### src/rtl/mem_access_stage.sv
// Memory-access pipeline stage: issues one data-memory request per load/store,
// waits for the ack, formats load data and produces the register writeback value.
module mem_access_stage #(
  parameter int unsigned DATA_WIDTH = 32
) (
  input  logic                  clk,
  input  logic                  rst,
  input  logic                  valid_i,
  input  logic                  Load,
  input  logic                  Store,
  input  logic                  mem_en,
  input  logic [1:0]            mem_to_reg,
  input  logic [2:0]            fun3,
  input  logic [DATA_WIDTH-1:0] alu_result,
  input  logic [DATA_WIDTH-1:0] store_data,
  input  logic [DATA_WIDTH-1:0] pc_plus4,
  output logic                  dmem_req,
  output logic                  dmem_we,
  output logic [31:0]           dmem_addr,
  output logic [31:0]           dmem_wdata,
  output logic [3:0]            dmem_wstrb,
  input  logic                  dmem_ack,
  input  logic [31:0]           dmem_rdata,
  output logic [DATA_WIDTH-1:0] rwd_data_out,
  output logic                  wb_valid,
  output logic                  stall,
  output logic                  misalign_o
);

  localparam logic [0:0] IDLE = 1'b0;
  localparam logic [0:0] WAIT = 1'b1;

  localparam logic [1:0] SZ_B = 2'd0;
  localparam logic [1:0] SZ_H = 2'd1;
  localparam logic [1:0] SZ_W = 2'd2;

  logic [0:0] state, state_nxt;

  logic       mem_op;
  logic       aligned;
  logic       accept;
  logic [1:0] size;
  logic [31:0] wdata_enc;
  logic [3:0]  wstrb_enc;

  // Operation context captured at acceptance, used when the ack arrives
  logic                  op_load;
  logic [2:0]            op_fun3;
  logic [1:0]            op_off;
  logic [1:0]            op_m2r;
  logic [DATA_WIDTH-1:0] op_alu;
  logic [DATA_WIDTH-1:0] op_pc4;

  logic [7:0]  ld_byte;
  logic [15:0] ld_half;
  logic [31:0] ld_data;

  function automatic logic [DATA_WIDTH-1:0] wb_sel(input logic [1:0] sel,
                                                   input logic [DATA_WIDTH-1:0] alu,
                                                   input logic [DATA_WIDTH-1:0] ld,
                                                   input logic [DATA_WIDTH-1:0] pc4);
    logic [DATA_WIDTH-1:0] r;
    case (sel)
      2'b01:   r = ld;
      2'b10:   r = pc4;
      default: r = alu;
    endcase
    return r;
  endfunction

  // Access size, alignment and store lane encoding from the live inputs
  always_comb begin
    size      = SZ_W;
    aligned   = 1'b0;
    wdata_enc = store_data[31:0];
    wstrb_enc = 4'b0000;
    if (Store) begin
      if (fun3 == 3'b000)      size = SZ_B;
      else if (fun3 == 3'b001) size = SZ_H;
    end else begin
      if (fun3[1:0] == 2'b00)      size = SZ_B;
      else if (fun3[1:0] == 2'b01) size = SZ_H;
    end
    case (size)
      SZ_B:    aligned = 1'b1;
      SZ_H:    aligned = !alu_result[0];
      default: aligned = (alu_result[1:0] == 2'b00);
    endcase
    if (Store) begin
      case (size)
        SZ_B: begin
          wdata_enc = {4{store_data[7:0]}};
          wstrb_enc = 4'b0001 << alu_result[1:0];
        end
        SZ_H: begin
          wdata_enc = {2{store_data[15:0]}};
          wstrb_enc = alu_result[1] ? 4'b1100 : 4'b0011;
        end
        default: wstrb_enc = 4'b1111;
      endcase
    end
  end

  assign mem_op = mem_en & (Load | Store);
  assign accept = valid_i & mem_op & aligned;

  // Load data formatting from the captured funct3 and byte offset
  always_comb begin
    ld_byte = 8'(dmem_rdata >> {op_off, 3'b000});
    ld_half = 16'(dmem_rdata >> {op_off[1], 4'b0000});
    case (op_fun3)
      3'b000:  ld_data = {{24{ld_byte[7]}}, ld_byte};
      3'b100:  ld_data = {24'h000000, ld_byte};
      3'b001:  ld_data = {{16{ld_half[15]}}, ld_half};
      3'b101:  ld_data = {16'h0000, ld_half};
      default: ld_data = dmem_rdata;
    endcase
  end

  always_ff @(posedge clk or negedge rst) begin
    if (!rst) state <= IDLE;
    else      state <= state_nxt;
  end

  always_comb begin
    state_nxt = state;
    stall     = 1'b0;
    case (state)
      IDLE: begin
        stall = accept;
        if (accept) state_nxt = WAIT;
      end
      WAIT: begin
        stall = !dmem_ack;
        if (dmem_ack) state_nxt = IDLE;
      end
      default: state_nxt = IDLE;
    endcase
  end

  always_ff @(posedge clk or negedge rst) begin
    if (!rst) begin
      dmem_req     <= 1'b0;
      dmem_we      <= 1'b0;
      dmem_addr    <= 32'h0;
      dmem_wdata   <= 32'h0;
      dmem_wstrb   <= 4'b0000;
      rwd_data_out <= '0;
      wb_valid     <= 1'b0;
      misalign_o   <= 1'b0;
      op_load      <= 1'b0;
      op_fun3      <= 3'b000;
      op_off       <= 2'b00;
      op_m2r       <= 2'b00;
      op_alu       <= '0;
      op_pc4       <= '0;
    end else begin
      wb_valid   <= 1'b0;
      misalign_o <= 1'b0;
      case (state)
        IDLE: begin
          if (valid_i && !mem_op) begin
            // No memory access here, so a load-data select falls back to the ALU value
            rwd_data_out <= wb_sel(mem_to_reg, alu_result, alu_result, pc_plus4);
            wb_valid     <= 1'b1;
          end else if (accept) begin
            dmem_req   <= 1'b1;
            dmem_we    <= Store;
            dmem_addr  <= {alu_result[31:2], 2'b00};
            dmem_wdata <= wdata_enc;
            dmem_wstrb <= wstrb_enc;
            op_load    <= !Store;
            op_fun3    <= fun3;
            op_off     <= alu_result[1:0];
            op_m2r     <= mem_to_reg;
            op_alu     <= alu_result;
            op_pc4     <= pc_plus4;
          end else if (valid_i) begin
            misalign_o <= 1'b1;
          end
        end
        WAIT: begin
          if (dmem_ack) begin
            dmem_req   <= 1'b0;
            dmem_we    <= 1'b0;
            dmem_wstrb <= 4'b0000;
            if (op_load) begin
              rwd_data_out <= wb_sel(op_m2r, op_alu, ld_data, op_pc4);
              wb_valid     <= 1'b1;
            end
          end
        end
        default: ;
      endcase
    end
  end

endmodule

### config.mk
export PLATFORM = sky130hd
export DESIGN_NAME = mem_access_stage
export DESIGN_NICKNAME = d
export VERILOG_FILES = /design/src/rtl/mem_access_stage.sv
export SDC_FILE = /design/constraint.sdc
export NUM_CORES = 1
export LEC_CHECK = 0
export ABC_CLOCK_PERIOD_IN_PS = 4360
export CAP_MARGIN = 10
export CORE_MARGIN = 8
export CORE_UTILIZATION = 53
export DETAILED_ROUTE_END_ITERATION = 16
export PLACE_DENSITY = 0.87
export SYNTH_ARGS = -nofsm -noshare
export SYNTH_HDL_FRONTEND = slang
export SYNTH_SLANG_ARGS = --single-unit
### constraint.sdc
create_clock -name clk -period 4.36 [get_ports clk]
set_clock_uncertainty 0.1 [all_clocks]
set_input_delay 1.09 -clock clk [delete_from_list [all_inputs] [get_ports clk]]
set_output_delay 1.09 -clock clk [all_outputs]
set_load 0.01 [all_outputs]
==> results.cfg <==
; yosys + openroad results
[power_and_ir_drop]
total_power_mw = 5.68
vdd_drop_max_uv = 426
power_density_nw_per_um2 = 490
p_sw_frac = 0.352
power_frac_seq = 0.348
pwr-share-comb = 0.393
p_switching_mw = 2.00

[yosys]
avgSynthCellArea_um2 = 10.2
synth-edff-count = 0
ff_type = dfrtp_1
common_cells = dfrtp_1 (143), inv_1 (52), nand2_1 (48), o21ai_0 (46), mux2_4 (44)
netlist_instances = 856
synth.cell_area_um2 = 8730
ys_chip_area_um2 = 8730
ys_types = 54
synthMuxAreaShare = 0.186
top_cell = dfrtp_1
ys_cells = 856
synth_top_cell_by_area = dfrtp_1
synth-simple-area-share = 0.0914
top_area_frac = 0.410
ys.flops = 143
xor_area_frac = 0.00301
ys_sh_adder = 0.00287
synth.logic.top_family = AND-OR/OR-AND gates

[final_timing]
rsz0062_at_grt = no
finalHoldViolCount = 0
setup_slack_ns = 0.217
period_minus_slack_ns = 4.14
setup_viol = 0
timing.hold.ws_ns = 0.380
min_period_over_period = 0.950
setup_tns_ns = 0
max_slew.worst_pin.slew_ns = 1.06
max-slew-margin-rel = 0.295

[global_routing]
grt_use_met3 = 0.0829
grt_overflow = 0
grt_pass1_wl_um = 45600
grt_max_degree = 101
globalRouteMet1Util = 0.339
track_usage = 0.288
globalRouteMet2Util = 0.472
antenna_found_initial = 0
grt.busiest_layer = met2
grt_pass1_vias = 8225

[floorplanning]
fp.dieH_um = 144
die_w_um = 144
fp_util = 0.534
core_um2 = 16300

[setup_path]
critPathSlowestCell = clkdlybuf4s50_1
critPathBufInv = 2
crit_type = primary input to primary output
critical_path_arrival_ns = 2.95
cp-end-kind = primary output
path_cells = clkdlybuf4s50_1 -> a21oi_2 -> a2bb2oi_4 -> nand2_4 -> nand2_1 -> clkdlybuf4s50_1
critPathMaxStageDelay_ns = 0.57
required_ns = 3.17

[job]
cap_violations = 0

[clock_network]
cts_resized = 0
htree_levels = 4
post_cts_buffers = 0
holdBufCountCts = 0
clk_pin_slew_worst_paths_ns = 0.06
clock-sinks = 143
cts_tree = yes

[place]
routabilityCongestion = 0.904
dp_hpwl_um = 20700

[finish]
diodes = 0
drive_above_1_share = 0.134
final_cell_mix = clkdlybuf4s50_1 (241), dfrtp_1 (143), inv_1 (52)
synthToLayoutAreaGrowth_pct = 32.7
layout_top_cell = clkdlybuf4s50_1

[route]
drtPass1Iterations = 6
drtIter0Drc = 850
routed_wl_um = 29800
routed_via_density = 6.31
wire_per_inst_um = 23.7

[outcome]
status = finished, final reports clean

[min_path]
worst_hold_path_type = flip-flop to flip-flop
==> tightest hold or removal path, delay by kind of cell, from the launching register on <==
kind | cells | cell delay (ns)
flip-flops | 1 | 0.34
AND/OR/NAND/NOR | 2 | 0.10
==> power by group through the flow <==
| stage | clock (mW) | sequential [mW] | combinational [mW] |
|---|---|---|---|
| after detailed placement | 0 | 1.98 | 2.21 |
| final | 1.47 | 1.98 | 2.24 |
| after global routing | 1.53 | 2.02 | 2.38 |
| after global placement | 0 | 1.97 | 2.16 |
| after CTS | 1.48 | 1.97 | 2.23 |
| after floorplan | 0 | 1.99 | 1.23 |
==> worst paths after layout <==
| path | start | endpoint | slack [ns] | cells after the start |
|---|---|---|---|---|
| max | Store | stall | 0.22 | 6 |
| min | dmem_req | dmem_req | 0.38 | 2 |
| max reg2reg | state | rwd_data_out[9] | 1.65 | 7 |
| min reg2reg | dmem_req | dmem_req | 0.38 | 2 |
| max in group asynchronous | rst | op_pc4[8] | 2.67 | 2 |
| min in group asynchronous | rst | op_alu[6] | 0.63 | 1 |
==> metrics by stage <==
stage,instance area [um^2],util,std cells
after global routing,11600,0.709,1261
final,11600,0.709,1261
after detailed placement,11000,0.673,1229
after CTS,11600,0.709,1261
after global placement,11000,0.673,1229
after floorplan,8730,-,857
==> layer usage <==
metal  vias up  wire [um]
li1       3476          -
met2       541      14200
met3        96       3290
met1      3847      11100
met5         -          0
met4         0       1260
==> layout make-up <==
cell class / instances / area, um^2 / area share
timing repair buffer: 265 / 2620 / 0.226
multi-input combinational: 546 / 4320 / 0.373
inverter: 55 / 206 / 0.0178
clock buffer: 18 / 429 / 0.0370
sequential: 143 / 3580 / 0.309
clock inverter: 14 / 156 / 0.0135
tap: 220 / 275 / 0.0238
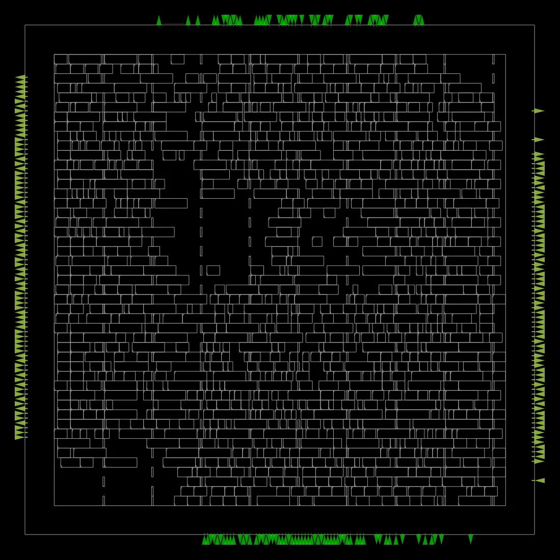
(images/final_placement.png)
tapcell count: 220
fraction of area in registers: 0.309
# rows: 47

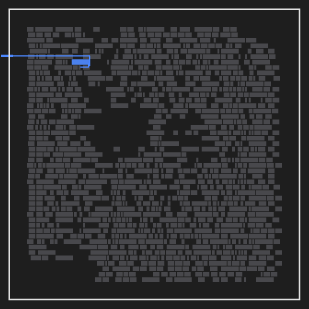
(images/port_nets.png)
(2 px per um)
legend:
  dmem_we:
    colour: blue
    bits: 1
    direction: output
    edge: left
    end_cells: 1
    buffers: 1
    wire: 50.6 um
count of input and output buffers: 242
I/O pin count: 245

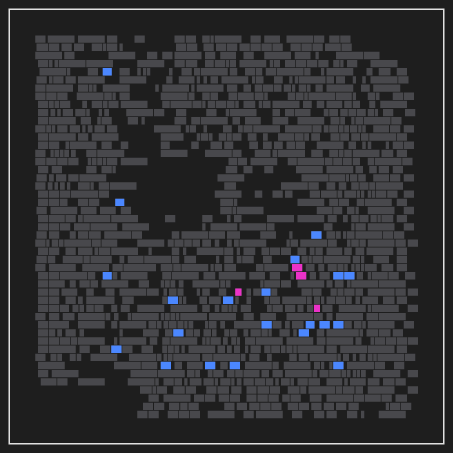
(images/gate_families.png)
(3 px per um)
legend:
  AND-OR and OR-AND gates:
    colour: blue
    cells: 21
    most_used: a221o_1
  AND and OR gates:
    colour: magenta
    cells: 4
    most_used: or4b_2

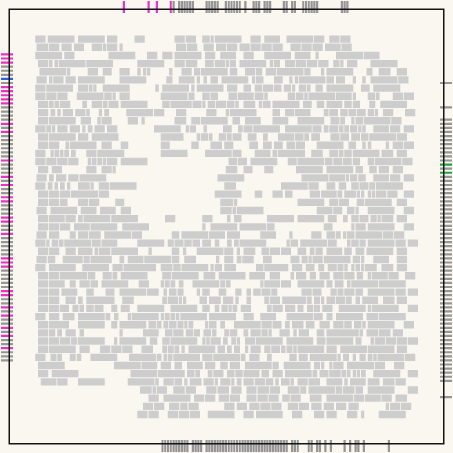
(images/pins.png)
(3 px per um) Pins as bars across the die edge, other pins in grey.
legend:
  dmem_we:
    colour: blue
    pins: 1
    direction: output
    edge: left
  mem_to_reg:
    colour: green
    pins: 2
    direction: input
    edge: right
  dmem_wdata:
    colour: magenta
    pins: 32
    direction: output
    edge: 28 left, 4 top

Power is estimated from default activity; no workload was simulated.
